==> config.mk <==
export PLATFORM = sky130hd
export DESIGN_NAME = ram64_reader
export DESIGN_NICKNAME = d
export VERILOG_FILES = /design/src/rtl/ram64_pkg.sv /design/src/rtl/reader_fifo2.sv /design/src/rtl/ram64_reader.sv
export SDC_FILE = /design/constraint.sdc
export NUM_CORES = 1
export LEC_CHECK = 0
export ABC_AREA = 1
export CORE_MARGIN = 2
export CORE_UTILIZATION = 30
export DETAILED_ROUTE_END_ITERATION = 12
export GPL_ROUTABILITY_DRIVEN = 0
export PLACE_DENSITY = 0.53
export SLEW_MARGIN = 25
export SYNTH_ARGS = -nofsm -noshare
export SYNTH_HDL_FRONTEND = slang
export SYNTH_HIERARCHICAL = 1
export SYNTH_SLANG_ARGS = --single-unit
export TNS_END_PERCENT = 5
==> constraint.sdc <==
create_clock -name clk -period 3 [get_ports clk]
set_clock_uncertainty 0.05 [all_clocks]
set_input_delay 0.45 -clock clk [delete_from_list [all_inputs] [get_ports clk]]
set_output_delay 0.45 -clock clk [all_outputs]
set_load 0.03 [all_outputs]
placement.png
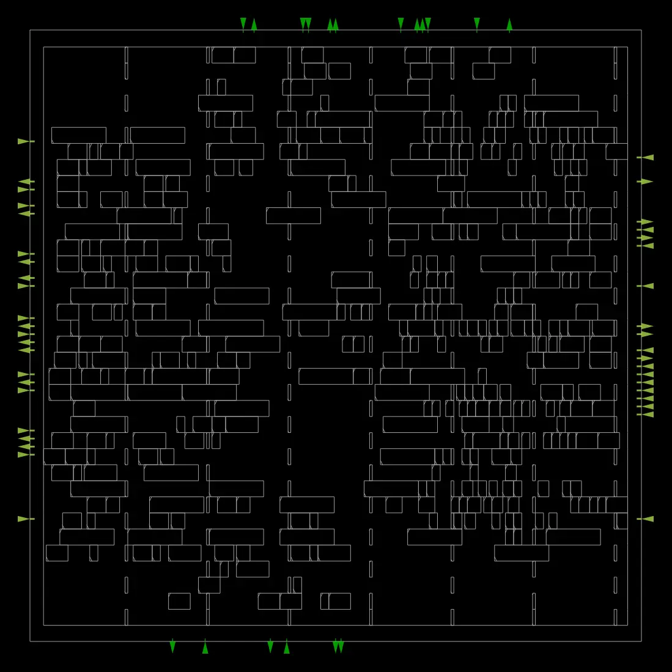
cell row count: 36
Seq Cell Count: 51

wires.png
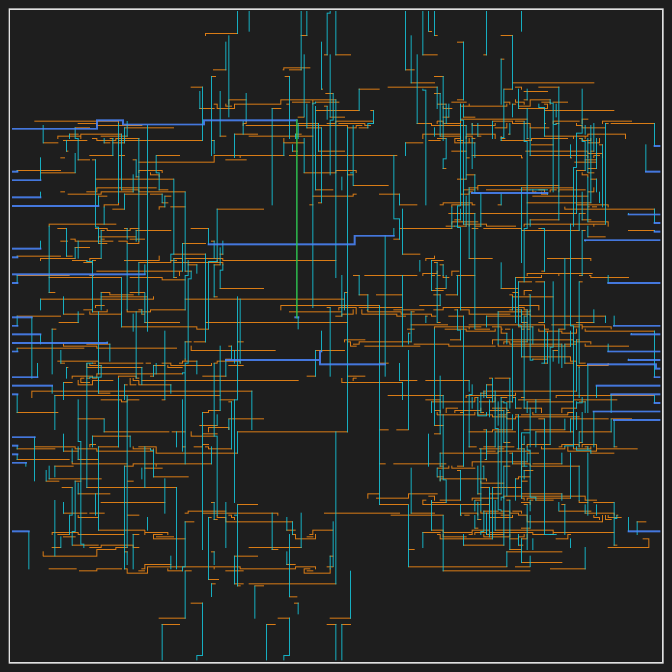
- blue: metal 3 (wire length 320 microns)
- orange: metal 1 (wire length 2,990 microns)
- cyan: metal 2 (wire length 2,710 microns)
- green: metal 4 (wire length 31.3 microns)
Via Count: 2,216
final wirelength: 6050 microns
GR Util All Layers: 11.9%
wire per inst: 11.6 microns

sizes.png
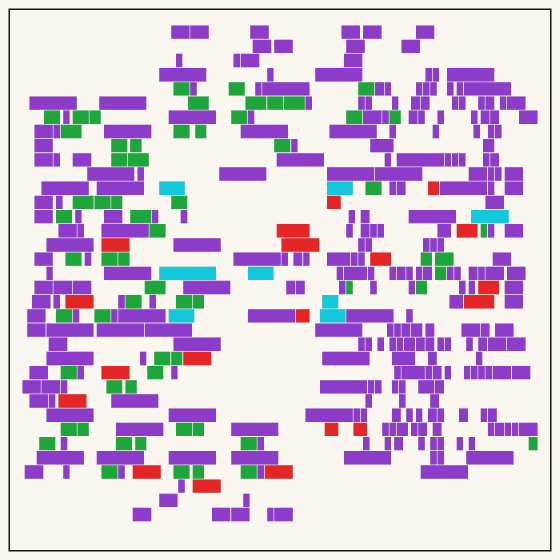
- cyan: _6 and larger (cells 8; share 2.1%; most used clkbuf_8)
- red: _3 and _4 cells (cells 19; share 4.9%; most used mux2_4)
- purple: _0 and _1 cells (cells 299; share 77%; most used nand2_1)
- green: _2 cells (cells 63; share 16%; most used o21ai_2)
final non-filler cell area: 3740 sq um
Non-clk bufs: 61
worst setup margin: 0.447 ns
P&R area growth vs syn: 25.8%

==> out/metrics.csv <==
metric,value,unit
nets,426,
clock_cell_area_share,3.08,%
tns,0,ns
powerDensity,1060,nW/um^2
switching_share,44.5,%
netlist_instances,331,
yosys_cells,331,
synth_nets,369,
required,2.50,ns
cp.buffers_inverters,3,
compound_area_share,12.8,%
edf_count,0,
antenna_found_initial,0,
yosysMostFrequentCell,nand2_1,
clkPwrFrac,12.5,%
dp_cells,513,
dr_wl_met2,2710,microns
ys_sh_simple,24.5,%
drt-pass1-iter-count,4,
finalPower,3.96,mW
seq_power,1.23,mW
num-nonclk-inverters,46,
ys.flop_type,dfrtp_1,
netlist_area,2970,sq um
ff2ff_setup_slack,1.04,ns
timing.hold.ws,0.426,ns
ir_worst_vdd,0.509,mV
global_route.usage.met3,3.71,%
drv_slew,0,
crit_path_frequent_cell,clkdlybuf4s50_1,
rsz0062_at_grt,false,
area_leaders,"dfrtp_1 43%, nand2_1 11%, o21ai_2 10%",
cpPeakStageDelay,0.68,ns
clk_path_buf_depth,2,
yosysTopAreaCell,dfrtp_1,
logic_family,simple AND/OR/NAND/NOR gates,
max_freq,0.392,GHz
maxCapViolCount,0,
ys_seq_elements,51,
finalCoreUtilization,38.6,%
wl_met1,2990,microns
setup_viol_count_final,0,
top_area_share,42.9,%
comb_cells,223,
warnings,27,
wl_met3,319,microns
die_width,104,microns
reg2reg_depth,6,
critPathMaxFanout,3,
mux_area_share,7.41,%
slowest_stage,clkdlybuf4s50_1,
hold_buffers,1,
grt-busiest-layer,met2,
postCtsSetupBuffers,0,
ys_area,2970,sq um
drive_above_1_share,23.1,%
grt_overflow_total,0,
seq-cell-share,34.1,%
comb_power_share,56.5,%
largest_reg_flops,32,
netlist_top_cells_count,"84 x nand2_1, 51 x dfrtp_1, 43 x inv_1",
critPathArrivalTime,2.05,ns
comb_share,37.6,%
status,completed,
min_period,2.55,ns
syn_area_per_cell,8.98,sq um
lay_top_count,nand2_1,
cts_made_buffers,5,
highest_layer,met4,
worstHoldPathType,in -> async,
seqCellArea,1280,sq um
root_buffer,clkbuf_8,
grt_pass1_wl,10600,microns
switching_power,1.76,mW
viasPerCell,4.25,
well_tap_count,133,
ys_seq_share,42.9,%
p_int,2.20,mW
io_pins,59,
post-dp-hpwl,4250,microns
power_leakage,1.83,nW
htreeDepth,2,
p_seq_share,31.1,%
critical_path_class,in -> out,
io_buffers,57,
grt_util_met2,19.3,%
comb_power,2.24,mW
nFillCells,1018,
comb_area,1410,sq um
dpl-instance-area,3610,sq um
grt_use_met1,15.7,%
ant_nets,0,
grt_pass1_vias,2255,
hold_viol,0,
crit_chain,"clkdlybuf4s50_1, inv_1, nand3_1, nor2_1, clkdlybuf4s50_1",
tightestPinTransition,0.533,ns
slew_headroom,64.5,%
cts_sinks,51,
crit_family,buffers and inverters,
postSynth.asyncResetShare,100,%
path_clk_slew,0.09,ns
cts_resized,0,
yosysWarnings,6,
n_antenna_cell,0,
cp.depth,5,
critical_path.startpoint_type,input pin,
drtIter0Drc,77,
top_power_group,combinational logic,
fin_crit_sh,85.1,%
drc,0,
ys_types,32,
buffer_area_share,16.0,%
die_y,104,microns
clk-insertion-delay-late,0.31,ns
core_area,9680,sq um
p_clk,495,uW
